### src/rtl/muldiv_unit.sv
// Iterative RV32M/RV64M multiply/divide unit: radix-2 shift-add multiply, restoring divide.
// Optional build macro MULDIV_FAST_MUL_EN: multiplies finish in PREP on a single-cycle multiplier.
module muldiv_unit #(
    parameter int XLEN = 32
) (
    input  logic            clk,
    input  logic            rst_n,
    input  logic            start_i,
    input  logic [2:0]      op_i,
    input  logic [XLEN-1:0] rs1_i,
    input  logic [XLEN-1:0] rs2_i,
    input  logic            flush_i,
    output logic            busy_o,
    output logic            done_o,
    output logic [XLEN-1:0] result_o
);

    localparam int CNT_W = $clog2(XLEN) + 1;

    localparam logic [2:0] OP_MUL    = 3'b000;
    localparam logic [2:0] OP_MULH   = 3'b001;
    localparam logic [2:0] OP_MULHSU = 3'b010;
    localparam logic [2:0] OP_MULHU  = 3'b011;
    localparam logic [2:0] OP_DIV    = 3'b100;
    localparam logic [2:0] OP_DIVU   = 3'b101;
    localparam logic [2:0] OP_REM    = 3'b110;
    localparam logic [2:0] OP_REMU   = 3'b111;

    localparam logic [XLEN-1:0] MIN_NEG = {1'b1, {(XLEN-1){1'b0}}};

    typedef enum logic [1:0] {
        IDLE,
        PREP,
        CALC,
        DONE
    } state_t;

    state_t              state;
    logic [2:0]          op_q;
    logic [XLEN-1:0]     a_q;
    logic [XLEN-1:0]     b_q;
    logic                neg_a;
    logic                neg_b;
    logic [2*XLEN-1:0]   acc;
    logic [CNT_W-1:0]    cnt;

    // Sign correction and result selection applied when an iterative op completes.
    function automatic logic [XLEN-1:0] finalize(
        input logic [2:0]        op,
        input logic [2*XLEN-1:0] raw,
        input logic              sa,
        input logic              sb
    );
        logic [2*XLEN-1:0] prod;
        logic [XLEN-1:0]   quo;
        logic [XLEN-1:0]   rem;
        prod = (sa ^ sb) ? -raw : raw;
        quo  = (sa ^ sb) ? -raw[XLEN-1:0] : raw[XLEN-1:0];
        rem  = sa ? -raw[2*XLEN-1:XLEN] : raw[2*XLEN-1:XLEN];
        case (op)
            OP_MUL:                       finalize = prod[XLEN-1:0];
            OP_MULH, OP_MULHSU, OP_MULHU: finalize = prod[2*XLEN-1:XLEN];
            OP_DIV, OP_DIVU:              finalize = quo;
            default:                      finalize = rem;
        endcase
    endfunction

    function automatic logic [XLEN-1:0] abs_val(input logic neg, input logic [XLEN-1:0] v);
        abs_val = neg ? -v : v;
    endfunction

    assign busy_o = (state != IDLE);

    // PREP decode: which operands are signed, and the early-exit special cases
    logic            sgn_a_en;
    logic            sgn_b_en;
    logic            sa_prep;
    logic            sb_prep;
    logic            is_div;
    logic            is_rem;
    logic            div_zero;
    logic            div_ovf;
    logic [XLEN-1:0] special_res;

    always_comb begin
        sgn_a_en = 1'b0;
        sgn_b_en = 1'b0;
        case (op_q)
            OP_MULH, OP_DIV, OP_REM: begin
                sgn_a_en = 1'b1;
                sgn_b_en = 1'b1;
            end
            OP_MULHSU: sgn_a_en = 1'b1;
            default: ;
        endcase
    end

    assign sa_prep  = sgn_a_en & a_q[XLEN-1];
    assign sb_prep  = sgn_b_en & b_q[XLEN-1];
    assign is_div   = op_q[2];
    assign is_rem   = op_q[1];
    assign div_zero = is_div && (b_q == '0);
    assign div_ovf  = is_div && !op_q[0] && (a_q == MIN_NEG) && (b_q == '1);

    always_comb begin
        special_res = '0;
        if (div_zero)
            special_res = is_rem ? a_q : '1;
        else if (div_ovf)
            special_res = is_rem ? '0 : a_q;
    end

`ifdef MULDIV_FAST_MUL_EN
    logic [2*XLEN-1:0] fast_prod;

    // Operands widened by one sign bit so MULHSU/MULHU fall out of one signed multiply.
    always_comb begin
        logic signed [XLEN:0] ext_a;
        logic signed [XLEN:0] ext_b;
        ext_a     = {sgn_a_en & a_q[XLEN-1], a_q};
        ext_b     = {sgn_b_en & b_q[XLEN-1], b_q};
        fast_prod = (2*XLEN)'(ext_a) * (2*XLEN)'(ext_b);
    end
`endif

    // CALC datapath: one multiply or one divide step per cycle, sharing acc
    logic [XLEN:0]     mul_sum;
    logic [2*XLEN-1:0] mul_next;
    logic [XLEN:0]     div_shift;
    logic [XLEN:0]     div_diff;
    logic [2*XLEN-1:0] div_next;
    logic [2*XLEN-1:0] acc_next;

    always_comb begin
        mul_sum   = {1'b0, acc[2*XLEN-1:XLEN]} + (acc[0] ? {1'b0, a_q} : '0);
        mul_next  = {mul_sum, acc[XLEN-1:1]};
        div_shift = {acc[2*XLEN-1:XLEN], acc[XLEN-1]};
        div_diff  = div_shift - {1'b0, b_q};
        if (!div_diff[XLEN])
            div_next = {div_diff[XLEN-1:0], acc[XLEN-2:0], 1'b1};
        else
            div_next = {div_shift[XLEN-1:0], acc[XLEN-2:0], 1'b0};
        acc_next = is_div ? div_next : mul_next;
    end

    always_ff @(posedge clk) begin
        if (!rst_n) begin
            state    <= IDLE;
            op_q     <= '0;
            a_q      <= '0;
            b_q      <= '0;
            neg_a    <= 1'b0;
            neg_b    <= 1'b0;
            acc      <= '0;
            cnt      <= '0;
            done_o   <= 1'b0;
            result_o <= '0;
        end else begin
            done_o <= 1'b0;
            case (state)
                IDLE: begin
                    if (start_i && !flush_i) begin
                        op_q  <= op_i;
                        a_q   <= rs1_i;
                        b_q   <= rs2_i;
                        state <= PREP;
                    end
                end
                PREP: begin
                    if (flush_i) begin
                        state <= IDLE;
                    end else if (div_zero || div_ovf) begin
                        result_o <= special_res;
                        done_o   <= 1'b1;
                        state    <= DONE;
`ifdef MULDIV_FAST_MUL_EN
                    end else if (!is_div) begin
                        result_o <= finalize(op_q, fast_prod, 1'b0, 1'b0);
                        done_o   <= 1'b1;
                        state    <= DONE;
`endif
                    end else begin
                        // From here on a_q/b_q hold magnitudes; the signs live in neg_a/neg_b.
                        a_q   <= abs_val(sa_prep, a_q);
                        b_q   <= abs_val(sb_prep, b_q);
                        neg_a <= sa_prep;
                        neg_b <= sb_prep;
                        acc   <= is_div ? {{XLEN{1'b0}}, abs_val(sa_prep, a_q)}
                                        : {{XLEN{1'b0}}, abs_val(sb_prep, b_q)};
                        cnt   <= CNT_W'(XLEN);
                        state <= CALC;
                    end
                end
                CALC: begin
                    if (flush_i) begin
                        state <= IDLE;
                    end else begin
                        acc <= acc_next;
                        cnt <= cnt - CNT_W'(1);
                        if (cnt == CNT_W'(1)) begin
                            result_o <= finalize(op_q, acc_next, neg_a, neg_b);
                            done_o   <= 1'b1;
                            state    <= DONE;
                        end
                    end
                end
                default: begin
                    state <= IDLE;
                end
            endcase
        end
    end

endmodule

### config.mk
export PLATFORM = sky130hd
export DESIGN_NAME = muldiv_unit
export DESIGN_NICKNAME = d
export VERILOG_FILES = /design/src/rtl/muldiv_unit.sv
export SDC_FILE = /design/constraint.sdc
export NUM_CORES = 1
export LEC_CHECK = 0
export ABC_AREA = 0
export CORE_ASPECT_RATIO = 1.25
export CORE_MARGIN = 5
export CORE_UTILIZATION = 40
export CTS_CLUSTER_SIZE = 8
export DETAILED_ROUTE_END_ITERATION = 6
export GPL_TIMING_DRIVEN = 0
export SYNTH_ARGS = -nofsm -noshare
export SYNTH_HDL_FRONTEND = slang
export SYNTH_SLANG_ARGS = --single-unit
### constraint.sdc
create_clock -name clk -period 12.4 [get_ports clk]
set_clock_uncertainty 0.1 [all_clocks]
set_input_delay 2.48 -clock clk [delete_from_list [all_inputs] [get_ports clk]]
set_output_delay 2.48 -clock clk [all_outputs]
set_load 0.02 [all_outputs]
clock_nets.png
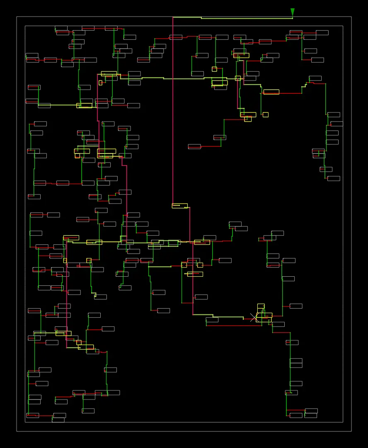
CTS Sinks: 174
clk pwr: 560 uW
clock latency on the worst-skew pair: 490 ps
clock buffer count: 17
registers: 174

pinout.png
Pins as bars across the die edge, other pins in gray.
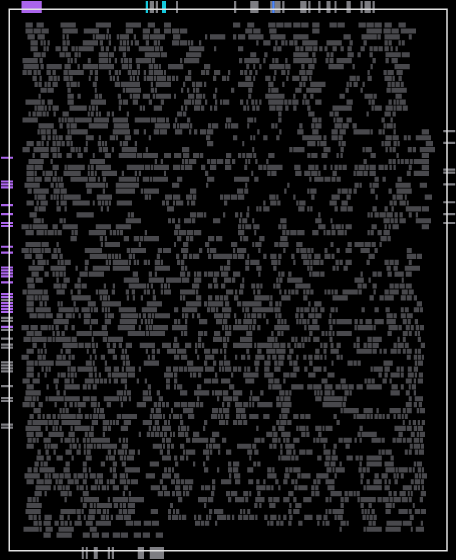
| color | port | pins | direction | edge |
|---|---|---|---|---|
| cyan | `op_i` | 3 | input | top |
| purple | `rs1_i` | 32 | input | 22 left, 10 top |
| blue | `rst_n` | 1 | input | top |
Die Ht: 248 um
die width: 200 um
I/O Buffers: 104

layers.png
Only two layers are drawn.
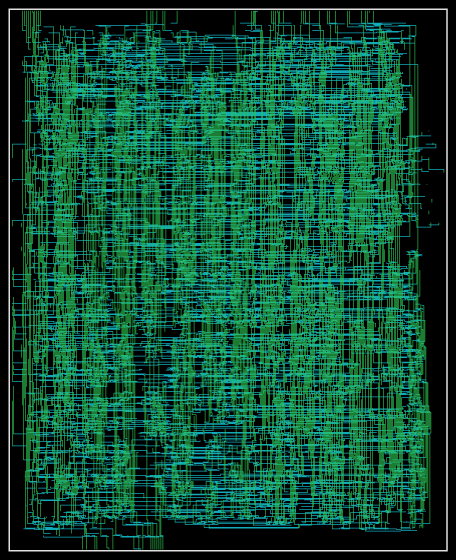
| color | layer | wire length |
|---|---|---|
| cyan | M1 | 37.6 mm |
| green | M2 | 43.5 mm |
DR WL/cell: 30.5 um
DR vias: 20800

==> results.tsv <==
metric	value	unit
status	complete, but fails checks	
failing checks	DRC	
Area leader share	19.3	%
Synth Instances	2505	
max layer used	met5	
antenna viol nets, final	0	
synth-to-layout area growth	12.9	%
num ports	105	
met2 usage	60.6	%
crit path launch	b_q[24]	
DP Area	0.0198	mm2
die area	0.0495	mm2
Well Taps	578	
post-route cell area	0.0204	mm2
asr flop ratio synth	0	%
Largest Register	acc	
Net Count, Synth	2653	
Top pwr grp	combinational cells	
Crit path largest cell delay	740	ps
Crit. End Element	flip-flop	
drt drc	1	
HP Class	flip-flop to flip-flop	
largest net degree at the start of global routing	17	
actual slew at the worst max-slew pin	1220	ps
global routing's busiest layer	met2	
final hold vios	0	
cell taking the most area after synthesis	dfxtp_1	
AND/OR/NAND/NOR Cells, Area Fraction	24.4	%
setup TNS	0	ps
# H-tree levels	4	
OpenROAD warning count	31	
syn avg cell area	7.21	um2
clk slew on worst S/H paths	70	ps
Core Region	0.0450	mm2
Post-Synth XOR/XNOR Area	9.26	%
Critical Path End	result_o[20]	
YS chip area	0.0181	mm2
routed wl met2	43500	um
met3 wire length	8850	um
final net count	2776	
Logic power comb	1.10	mW
clk cell area share	2.75	%
EDFF count, synth	0	
Site Rows	87	
first-pass GRT wire length	139000	um
hold buffer count at CTS	0	
P per Cell Area	116	mW/mm2
r2r setup slk	4850	ps
placed cells	3187	
gates.png
The bar under the picture is 50 um long.
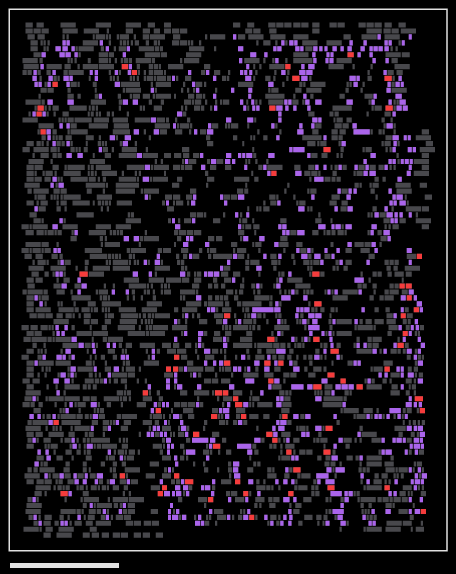
| color | family | cells | most used | where |
|---|---|---|---|---|
| red | non-inverting ao/oa cells | 75 | a21o_1 | all over the die |
| purple | aoi and oai cells | 696 | a21oi_1 | all over the die |
Comb area share: 66.5%
most used logic cell in the final layout: nor2_1
Layout Cells excl Fill: 3221

ff_map.png
The bar under the picture is 50 um long.
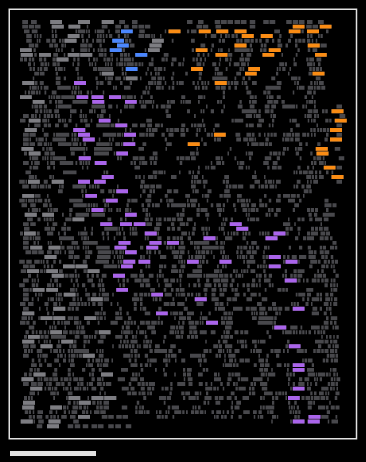
| color | name in the netlist | sequential cells |
|---|---|---|
| blue | `cnt` | 6 |
| purple | `acc` | 64 |
| orange | `result_o` | 32 |
not colored: 72
register area: 0.00348 mm2
sequential share of cell area: 17.1%

-- worst max-delay path, delay by kind of cell, from the launching register on --
kind            cells  cell delay (ps)
fa+ha+maj           2              730
flops               1              310
compound gates      6             2040
buf+inv             3              820
xor+xnor            1              170
simple gates        9             3310
-- cells in the mapped netlist, types with 28 or more instances --
| cell type | n |
|---|---|
| dfxtp_1 | 174 |
| clkbuf_1 | 122 |
| buf_2 | 29 |
| nor3_1 | 88 |
| xor2_1 | 69 |
| a31oi_1 | 49 |
| xnor2_1 | 122 |
| o21ai_0 | 200 |
| nor2_1 | 278 |
| nand2_1 | 231 |
| a21oi_1 | 226 |
| nand3_1 | 58 |
| ha_1 | 75 |
| a21o_1 | 28 |
| nand4_1 | 33 |
| inv_1 | 78 |
| and2_1 | 78 |
| mux2i_1 | 83 |
| a211oi_1 | 42 |
Power and IR drop assume default switching activity.
